$ cat src/rtl/screen_write_bridge.sv
// Captures Hack CPU stores into the screen window, buffers them in a small FIFO and
// drains one word per cycle to VRAM. Optional power-on clear via `SCREEN_WRITE_CLEAR_EN.
module screen_write_bridge #(
    parameter int          FIFO_DEPTH   = 4,
    parameter logic [15:0] SCREEN_BASE  = 16'h4000,
    parameter int          SCREEN_WORDS = 8192
) (
    input  logic                          clk,
    input  logic                          reset,
    input  logic                          writeM,
    input  logic [14:0]                   addressM,
    input  logic [15:0]                   outM,
    input  logic                          vram_ready,
    output logic [12:0]                   vram_addr,
    output logic [15:0]                   vram_data,
    output logic                          vram_wren,
    output logic [$clog2(FIFO_DEPTH):0]   fifo_level,
    output logic                          overflow,
    output logic                          busy
);
    localparam int PW = $clog2(FIFO_DEPTH);
    localparam int LW = PW + 1;
    localparam int AW = 13;

    typedef enum logic {RUN, CLEAR} state_t;
`ifdef SCREEN_WRITE_CLEAR_EN
    localparam state_t RESET_STATE = CLEAR;
`else
    localparam state_t RESET_STATE = RUN;
`endif

    state_t state, state_next;

    logic [AW+15:0] mem [FIFO_DEPTH];
    logic [PW-1:0]  wr_ptr, rd_ptr;
    logic [16:0]    addr_ext;
    logic [AW-1:0]  push_addr;
    logic           in_window, push_req, push, pop, full, empty, drain_en, clr_wr;
`ifdef SCREEN_WRITE_CLEAR_EN
    logic [AW-1:0]  clr_ptr;
`endif

    assign addr_ext  = {2'b00, addressM};
    assign in_window = (addr_ext >= {1'b0, SCREEN_BASE}) &&
                       (addr_ext < ({1'b0, SCREEN_BASE} + 17'(SCREEN_WORDS)));
    // Offset fits in 13 bits inside the window, so low-bit subtraction is exact.
    assign push_addr = addressM[AW-1:0] - SCREEN_BASE[AW-1:0];
    assign push_req  = writeM && in_window;
    assign full      = (fifo_level == LW'(FIFO_DEPTH));
    assign empty     = (fifo_level == '0);
    assign pop       = drain_en && !empty && vram_ready;
    assign push      = push_req && (!full || pop);

    always_ff @(posedge clk) begin
        if (reset) state <= RESET_STATE;
        else       state <= state_next;
    end

    always_comb begin
        state_next = state;
`ifdef SCREEN_WRITE_CLEAR_EN
        if (state == CLEAR && vram_ready && clr_ptr == AW'(SCREEN_WORDS - 1))
            state_next = RUN;
`else
        state_next = RUN;
`endif
    end

    always_comb begin
        drain_en = (state == RUN);
`ifdef SCREEN_WRITE_CLEAR_EN
        busy     = (state == CLEAR);
        clr_wr   = (state == CLEAR) && vram_ready;
`else
        busy     = 1'b0;
        clr_wr   = 1'b0;
`endif
    end

    always_ff @(posedge clk) begin
        if (push) mem[wr_ptr] <= {push_addr, outM};
    end

    always_ff @(posedge clk) begin
        if (reset) begin
            wr_ptr     <= '0;
            rd_ptr     <= '0;
            fifo_level <= '0;
            overflow   <= 1'b0;
            vram_addr  <= '0;
            vram_data  <= '0;
            vram_wren  <= 1'b0;
`ifdef SCREEN_WRITE_CLEAR_EN
            clr_ptr    <= '0;
`endif
        end else begin
            if (push) wr_ptr <= wr_ptr + 1'b1;
            if (pop)  rd_ptr <= rd_ptr + 1'b1;
            case ({push, pop})
                2'b10:   fifo_level <= fifo_level + 1'b1;
                2'b01:   fifo_level <= fifo_level - 1'b1;
                default: fifo_level <= fifo_level;
            endcase
            if (push_req && !push) overflow <= 1'b1;
            vram_wren <= pop || clr_wr;
            if (pop) {vram_addr, vram_data} <= mem[rd_ptr];
`ifdef SCREEN_WRITE_CLEAR_EN
            if (clr_wr) begin
                vram_addr <= clr_ptr;
                vram_data <= '0;
                clr_ptr   <= clr_ptr + 1'b1;
            end
`endif
        end
    end
endmodule

$ cat config.mk
export PLATFORM = sky130hd
export DESIGN_NAME = screen_write_bridge
export DESIGN_NICKNAME = d
export VERILOG_FILES = /design/src/rtl/screen_write_bridge.sv
export SDC_FILE = /design/constraint.sdc
export NUM_CORES = 1
export LEC_CHECK = 0
export CAP_MARGIN = 20
export CORE_ASPECT_RATIO = 0.8
export CORE_UTILIZATION = 45
export DETAILED_ROUTE_END_ITERATION = 16
export PLACE_DENSITY = 0.67
export SLEW_MARGIN = 20
export SYNTH_ARGS = -nofsm -noshare
export SYNTH_HDL_FRONTEND = slang
export SYNTH_SLANG_ARGS = --single-unit
$ cat constraint.sdc
create_clock -name clk -period 4.6 [get_ports clk]
set_input_delay 1.15 -clock clk [delete_from_list [all_inputs] [get_ports clk]]
set_output_delay 1.15 -clock clk [all_outputs]
set_load 0.05 [all_outputs]
Figure 1. Close-up of the layout.
Window x 12 to 52, y 57 to 97 um. Cells in grey, sequential cells in the stronger grey; small squares are vias.
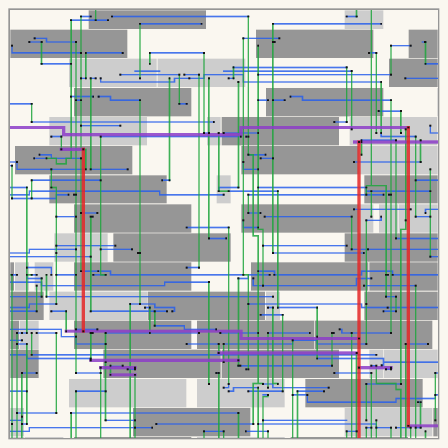
Key: blue = M1; green = M2; purple = M3; red = M4
Most frequent: edfxtp_1 (26), nand2_1 (6), mux4_2 (5). 49 logic cells have their middle in the window. Netlist names of flops here include `mem` (26), `vram_addr` (1). Sequential cells in the window: 27.

Figure 2. Metal layers overlaid.
Only two layers are drawn.
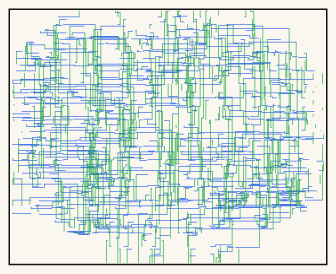
Key: blue = M1 [wire length 4,910 um]; green = M2 [wire length 4,980 um]

Figure 3. Clock routing.
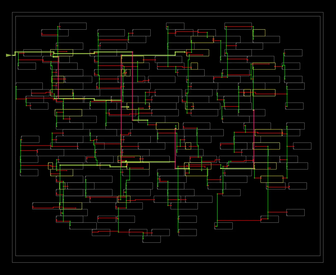
Sink Count: 154
flop count: 154
CTS Buf Count: 17

Figure 4. Sequential cells coloured by netlist name.
The bar under the picture is 50 um long. Other sequential cells in the stronger grey, the rest of the logic in the fainter grey.
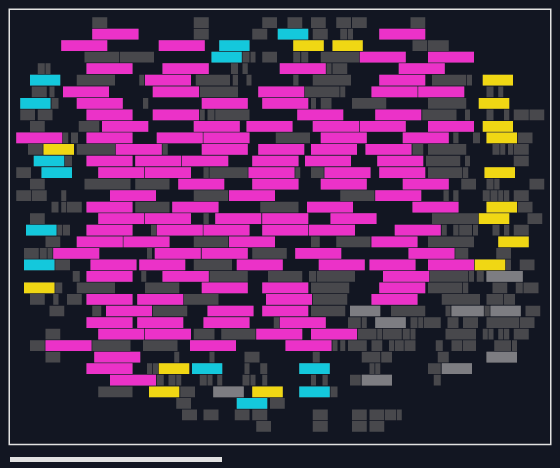
Key: yellow = `vram_data` [placed flops 16, where all over the die]; magenta = `mem` [placed flops 116]; cyan = `vram_addr` [placed flops 13]
Another 9 sequential cells are not coloured.

Figure 5. Wires at chosen ports, followed through buffers.
The bar under the picture is 50 um long.
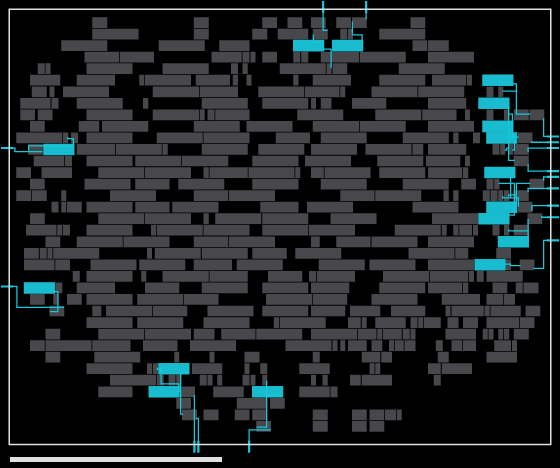
Key: cyan = `vram_data` [bits 16, direction output, end cells 16, wire 271 um]

-- area by class of cell --
| cell class | count | area (um^2) |
|---|---|---|
| multi-input combinational | 158 | 1330 |
| clock inverter | 11 | 141 |
| fill | 936 | 5100 |
| sequential | 154 | 4250 |
| inverter | 4 | 15.0 |
| timing repair buffer | 70 | 691 |
| clock buffer | 21 | 470 |
| tap | 171 | 214 |
-- cells in the mapped netlist --
| library cell | number | area (um^2) |
|---|---|---|
| a21oi_2 | 1 | 8.76 |
| conb_1 | 1 | 3.75 |
| buf_4 | 1 | 7.51 |
| inv_1 | 4 | 15.0 |
| nor2b_1 | 1 | 6.26 |
| mux4_2 | 29 | 653 |
| o31a_1 | 1 | 8.76 |
| dfxtp_1 | 38 | 761 |
| nor4b_1 | 1 | 8.76 |
| mux2_2 | 2 | 22.5 |
| buf_2 | 3 | 15.0 |
| a21boi_1 | 1 | 7.51 |
| or4_4 | 1 | 11.3 |
| xnor2_1 | 2 | 17.5 |
| nand3_1 | 2 | 10.0 |
| nand3b_1 | 1 | 7.51 |
| o31ai_1 | 1 | 7.51 |
| edfxtp_1 | 116 | 3480 |
| ha_1 | 4 | 50.1 |
| and2_1 | 4 | 25.0 |
| a21oi_1 | 30 | 150 |
| buf_6 | 1 | 11.3 |
| xor2_1 | 1 | 8.76 |
| nor2_1 | 11 | 41.3 |
| fa_1 | 1 | 20.0 |
| nand2_1 | 61 | 229 |
| clkbuf_1 | 13 | 48.8 |
| a21o_1 | 1 | 7.51 |
| o21ai_0 | 1 | 5.00 |
-- state kept, by name, summed over array words and instances (netlist names) --
| signal | count |
|---|---|
| rd_ptr | 2 |
| fifo_level | 3 |
| vram_data | 16 |
| mem | 116 |
| vram_wren | 1 |
| vram_addr | 13 |
| wr_ptr | 2 |
| overflow | 1 |
==> GITHUB_STEP_SUMMARY <==
### Metrics collected by this job

| Metric | Value |
|---|---|
| Status | finished, final reports clean |
| Area fraction in mux cells | 12.0% |
| Final instance area | between 7000 and 8000 um^2 |
| Cell Type Count | 29 |
| Max frequency | roughly 0.34 GHz |
| Worst setup path endpoint | mem[1][3] |
| Worst min path class | reg2reg |
| Post-Synth AOI/OAI Area | 3.45% |
| Chip width | 127 um |
| Post-synth seq share | between 70% and 80% |
| Setup-failing EPs final | 0 |
| Adder-cell share of the synthesized area | 1.24% |
| DRC Markers | 0 |
| Area post-placement | 6500 um^2 |
| Height of the die | approximately 100 um |
| Worst hold start | vram_data[5] |
| Gp weighted congestion | 0.686 |
| Hpwl dp | 6.10 mm |
| Row cnt | 36 |
| Met2 Usage GRT | 28.6% |
| Cell Pwr Density | 587 nW/um^2 |
| Sw frac | 30.1% |
Power and IR drop assume default switching activity.
